==> images/sizing.png <==
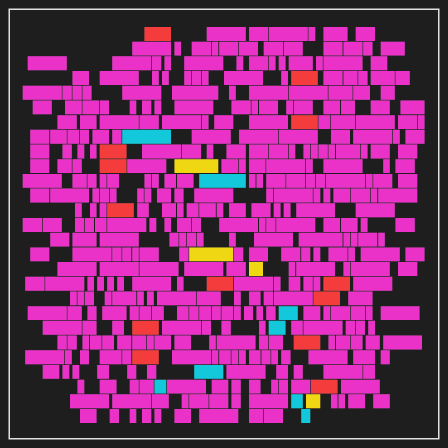
==> images/congestion_map.png <==
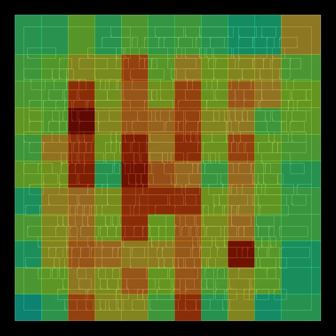
==> images/class_map.png <==
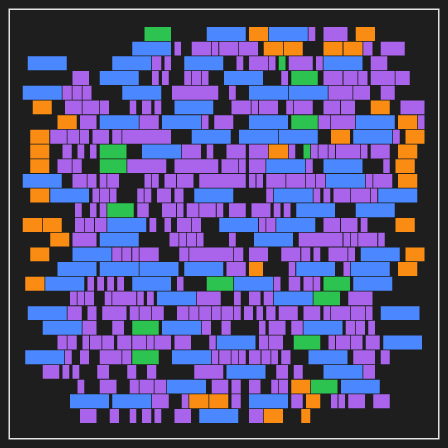
==> images/util_map.png <==
8 x 8 tiles, from black (low) to pale yellow (high), 0 to 100% covered.
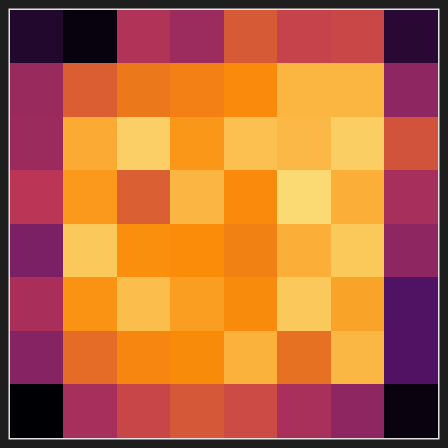
==> config.mk <==
export PLATFORM = sky130hd
export DESIGN_NAME = temp_sensor_reader_flat
export DESIGN_NICKNAME = d
export VERILOG_FILES = /design/src/rtl/temp_sensor_reader_if.sv /design/src/rtl/temp_sensor_reader.sv /design/src/flat_wrapper.sv
export SDC_FILE = /design/constraint.sdc
export NUM_CORES = 1
export LEC_CHECK = 0
export CORE_MARGIN = 2
export CORE_UTILIZATION = 60
export CTS_CLUSTER_DIAMETER = 60
export DETAILED_ROUTE_END_ITERATION = 7
export HOLD_SLACK_MARGIN = 0.12
export PLACE_DENSITY = 0.83
export SYNTH_ARGS = -nofsm -noshare
export SYNTH_HDL_FRONTEND = slang
export SYNTH_SLANG_ARGS = --single-unit
==> constraint.sdc <==
create_clock -name clk -period 6.25 [get_ports clk]
set_input_delay 0.625 -clock clk [delete_from_list [all_inputs] [get_ports clk]]
set_output_delay 0.625 -clock clk [all_outputs]
set_load 0.005 [all_outputs]
==> run summary <==
State of the implementation.

- The number of synthesis warnings is 0, for reference.
- At the worst endpoint, the required time is ~6500 ps.
- Buffers inserted to repair hold after CTS numbered 0.
- Per the detailed placement report, the placed cell area equals between 3000 and 4000 um^2.
- Clock tree synthesis inserted a total of 9 buffers.
- The start-to-end type of the worst setup path is reg -> reg, for reference.
- TritonCTS built the clock tree.
- Once placement completed, the tool counted placed cells totaling 465.
- The number of antenna diodes in the final layout is 0.
- For this sky-water flow run, the detailed-routed wirelength per cell is reported as 14.8 um.
- The number of buffers inserted by post-CTS setup repair is 0, for reference.
- The post-route netlist has 6.13% of its cells at a drive strength greater than 1.
- The vertical extent of the die is 79.2 um, for reference.
- The number of register bits inferred by synthesis is roughly 70, for reference.
- The internal power is between 600 and 700 uW, for reference.
- The fraction of post-synthesis cell area in the top cell type by area is 41.3%, for reference.
- The largest single stage delay on the critical path is about 500 ps.
- STA classifies the critical path endpoint as a register.
- The number of max-slew violations in the final report is 0, for reference.
- Detailed placement ended at an HPWL of 4810 um.
- The instance count of the mapped netlist is about 380, for reference.
- Overall power consumption after layout is estimated at just over 800 uW.
- The clock period minus worst slack is 2970 ps, for reference.
- The most frequent cell after synthesis is sky130_fd_sc_hd__dfxtp_1, for reference.
- The last timing report of the flow puts the setup violation total at 0.
- The later pin in the worst-skew pair is clocked with a latency of 340 ps.
- For this run, global-route usage on met2 was measured as about 40%.
- The number of clock sinks seen by CTS is ~70, for reference.
- The first global-routing pass estimated 11800 um of wire.
- For the pin with the worst max-slew slack, the measured transition is 1090 ps.
- The final layout contains 422 nets.
- The post-synth count of flops with an enable pin is 0.
- All stages included, the depth of the critical timing path comes to 12.
- The fraction of power spent switching nets is between 20% and 30%, for reference.
- The fraction of synthesis flops using an asynchronous set or reset pin is 0%, for reference.
- The pin count of the biggest net entering global routing is 69, for reference.
- The worst min-delay path category is reg -> reg, for reference.
- The routability congestion estimate is between 0.8 and 0.9, for reference.
- The total routed wirelength is just over 7000 um, for reference.
- The tool flagged a number of max-cap violations equal to 0.
- After detailed routing, the met3 layer carries approximately 250 um of wire.
- During placement, the flow inserted port buffers numbering 33.
- The worst register-to-register path depth is 12.
- The CTS root buffer is sky130_fd_sc_hd__clkbuf_8, for reference.
- STA on the placed design reports a worst setup slack of between 3000 and 4000 ps.
- The timing report attributes the biggest portion of critical-path delay to XOR/XNOR gates.
- The routing usage on met1 is 30.1%, for reference.
- A synthesized cell averages 9.01 um^2.
- The total global routing overflow is 0, for reference.
- The highest metal layer with signal wires is met4, for reference.
- The final report lists a non-filler cell total of 480.
- The reported net switching power is 170 uW, for reference.
- The leakage component of the power was reported as 0.00149 uW.
- The gate-level netlist out of Yosys references around 48 unique cell types.
- The DRC violation count after routing is 0, for reference.
- Post-CTS repair ended up resizing 0 cells.
- The worst slew slack as a fraction of its limit is 26.9%, for reference.
- According to the timing report, the arrival time at the worst endpoint equals 3230 ps.
- The number of detailed-route iterations in the first pass is 7, for reference.
- Sorting the Yosys area breakdown by cell type puts at the top sky130_fd_sc_hd__dfxtp_1.
- Summing the sequential cell areas from Yosys gives approximately two fifths of the chip area.
- For reference, the clock transition at the flip-flops on the worst setup and hold paths is ~70 ps.
- The final hold slack is 470 ps, for reference.
- Counting every net in the synthesized netlist gives 395.
- The worst path uses 47.5% of the clock period.
- The fmax is 0.337 GHz, for reference.
- The number of hold-slack violations in the final timing report is 0, for reference.
- Per the post-route antenna check, the number of violating nets is 0.
- According to the floorplan report, the die width is about 80 um.
- For reference, the top cells by count after synthesis are sky130_fd_sc_hd__dfxtp_1 (70), sky130_fd_sc_hd__nor2_1 (45), sky130_fd_sc_hd__nand2_1 (41).
- Across all layers, the routed design uses between 2k and 3k vias.
- Per the log, the first TritonRoute iteration ended with a DRC count of 228.
- After detailed routing, the met2 layer carries 3370 um of wire.
- The sequential power share is a little under three fifths, for reference.
- The post-route met1 wirelength is 3320 um, for reference.
- The setup TNS after final layout is 0 ps, for reference.
- Before any placement, the netlist area is recorded as 3400 um^2.
- Setup repair after global routing left no endpoint under its margin.
- The portion of total power attributed to combinational logic is under 10%, for reference.
- For reference, the critical path cell chain is xor2_1 > xnor3_1 > xor2_1 > nand2b_1 > inv_1 > fa_1 > inv_1 > ha_1 > nand2_1 > nor2_1 > a41oi_1 > a311oi_1.
- The cell count of the worst hold path is 2, for reference.
- The flow reported a cell area power density of slightly above 200 nW/um^2.
- The dominant register cell is sky130_fd_sc_hd__dfxtp_1, for reference.
- The initial antenna violation count was 0.
- The Yosys chip area is 3400 um^2, for reference.
- Per the CTS log, the maximum H-tree level is 3.
- The worst setup path is launched from a register.
- The setup slack of the most critical reg-to-reg path is 3280 ps, for reference.
- The largest individual stage delay along the critical path comes from the cell sky130_fd_sc_hd__xnor3_1.
- The maximum fanout along the worst path is 7, for reference.
- The flow ran to the end, and the final reports show no timing, DRC or antenna violations.
- Along the critical path, the tally of buffer and inverter instances is 2.
- Sorting the synthesized cells by area gives the leading types as sky130_fd_sc_hd__dfxtp_1 (41%), sky130_fd_sc_hd__mux2i_1 (7.7%), sky130_fd_sc_hd__nor2_1 (5.0%), sky130_fd_sc_hd__ha_1 (4.8%), sky130_fd_sc_hd__nand2_1 (4.5%).
- The worst clock skew is 5.37 ps, for reference.
- The maximum count of clock buffers along a single path is 2, for reference.
- For this design the top-level I/O count stands at 34.
- The logs give a warning total of 27.
- The via count of the first global-routing pass is 2600, for reference.
- The floorplan die area is 6280 um^2, for reference.
- The number of vias per cell after detailed routing is approximately 5.7, for reference.
- The worst voltage drop across the vdd grid is roughly 0.11 mV, for reference.
- The flow reports that the clock network draws 42.6% of the design power.
- The synth_stat.txt file lists the number of cells as 377.
Notes on sizing.png above:
| size | colour | cells | share |
|---|---|---|---|
| x1 and smaller | magenta | 383 | 94% |
| x6 and larger | red | 13 | 3.2% |
| x3 and x4 | yellow | 4 | 0.98% |
| x2 | cyan | 8 | 2.0% |
final setup margin: 3280 ps
Design Area, Final: 3900 um^2
Layout Area Growth over Synthesis: 14.9%
buffers outside the clock class: 35

Notes on congestion_map.png above:
M3 GR Usage: 5.91%
total routing resource utilization after global routing: 24.3%
global-route layer with the greatest usage: met2

Notes on class_map.png above:
| class | colour | cells | share of their area |
|---|---|---|---|
| clock drivers and dummy loads | green | 15 | 4.9% |
| registers | blue | 70 | 37% |
| remaining buffers and delay cells | orange | 35 | 8.9% |
| remaining logic cells | purple | 288 | 49% |
Core ar.: 5470 um^2
share of the final layout cell area in sequential cells: 35.9%
Util after Layout: 71.3%
standard-cell rows: 27

Notes on util_map.png above:
fullest tile: 92%
mean over tiles: 61%
nearly empty tiles: 1.6%
tiles over 75% full: 38%
densest ninth of the die: centre
initial standard-cell utilization of the core: 62.0%

[kinds of logic after synthesis]
family                   count (synthesis)  synth area share (%)
buffers and inverters                   36                  5.16
AND-OR/OR-AND                           68                  12.4
XOR/XNOR                                17                  6.15
AND/OR/NAND/NOR                        144                  20.7
multiplexers                            28                  8.99
flip-flops                              70                  41.3
adder cells (fa/ha/maj)                 14                  5.38
[cells in the final DEF (no fill, tap or decap), drive strengths merged, types with 3 or more instances in the layout]
cell / n
or3: 6
a21oi: 28
a31oi: 4
nand4: 4
and3: 5
xor2: 8
dfxtp: 70
a311oi: 5
mux2i: 28
a211oi: 3
o21a: 4
a41oi: 4
nor3b: 3
xnor2: 5
nand2: 41
buf: 3
a21o: 3
clkdlybuf4s50: 32
and4: 4
nor2: 46
inv: 17
nand3: 10
o21ai: 11
nand3b: 3
ha: 13
clkbuf: 15
nor3: 12
[area by class of cell]
type | instances | area, um^2
well taps | 72 | 90.1
fillers | 438 | 1570
multi-input cells | 271 | 1820
inverters | 17 | 63.8
flip-flops and latches | 70 | 1400
clock buffers | 15 | 186
repair buffers | 35 | 340
[worst register-to-register path: cells and delay by family, from the launching register on]
family / cells / cell delay [ps]
buffers and inverters: 2 / 150
and+or+nand+nor: 3 / 510
AOI/OAI and AO/OA: 2 / 410
adders and majority gates: 2 / 590
xor gates and xnor gates: 3 / 860
DFF: 1 / 380
[power groups by stage]
stage	clock, uW	sequential, uW	combinational, uW
4_1_cts	349	447	15.3
3_5_place_dp	0	457	15.3
2_1_floorplan	0	457	13.2
5_1_grt	369	447	17.4
3_3_place_gp	0	457	15.0
6_report	344	447	15.4
Power is estimated from default activity; no workload was simulated.
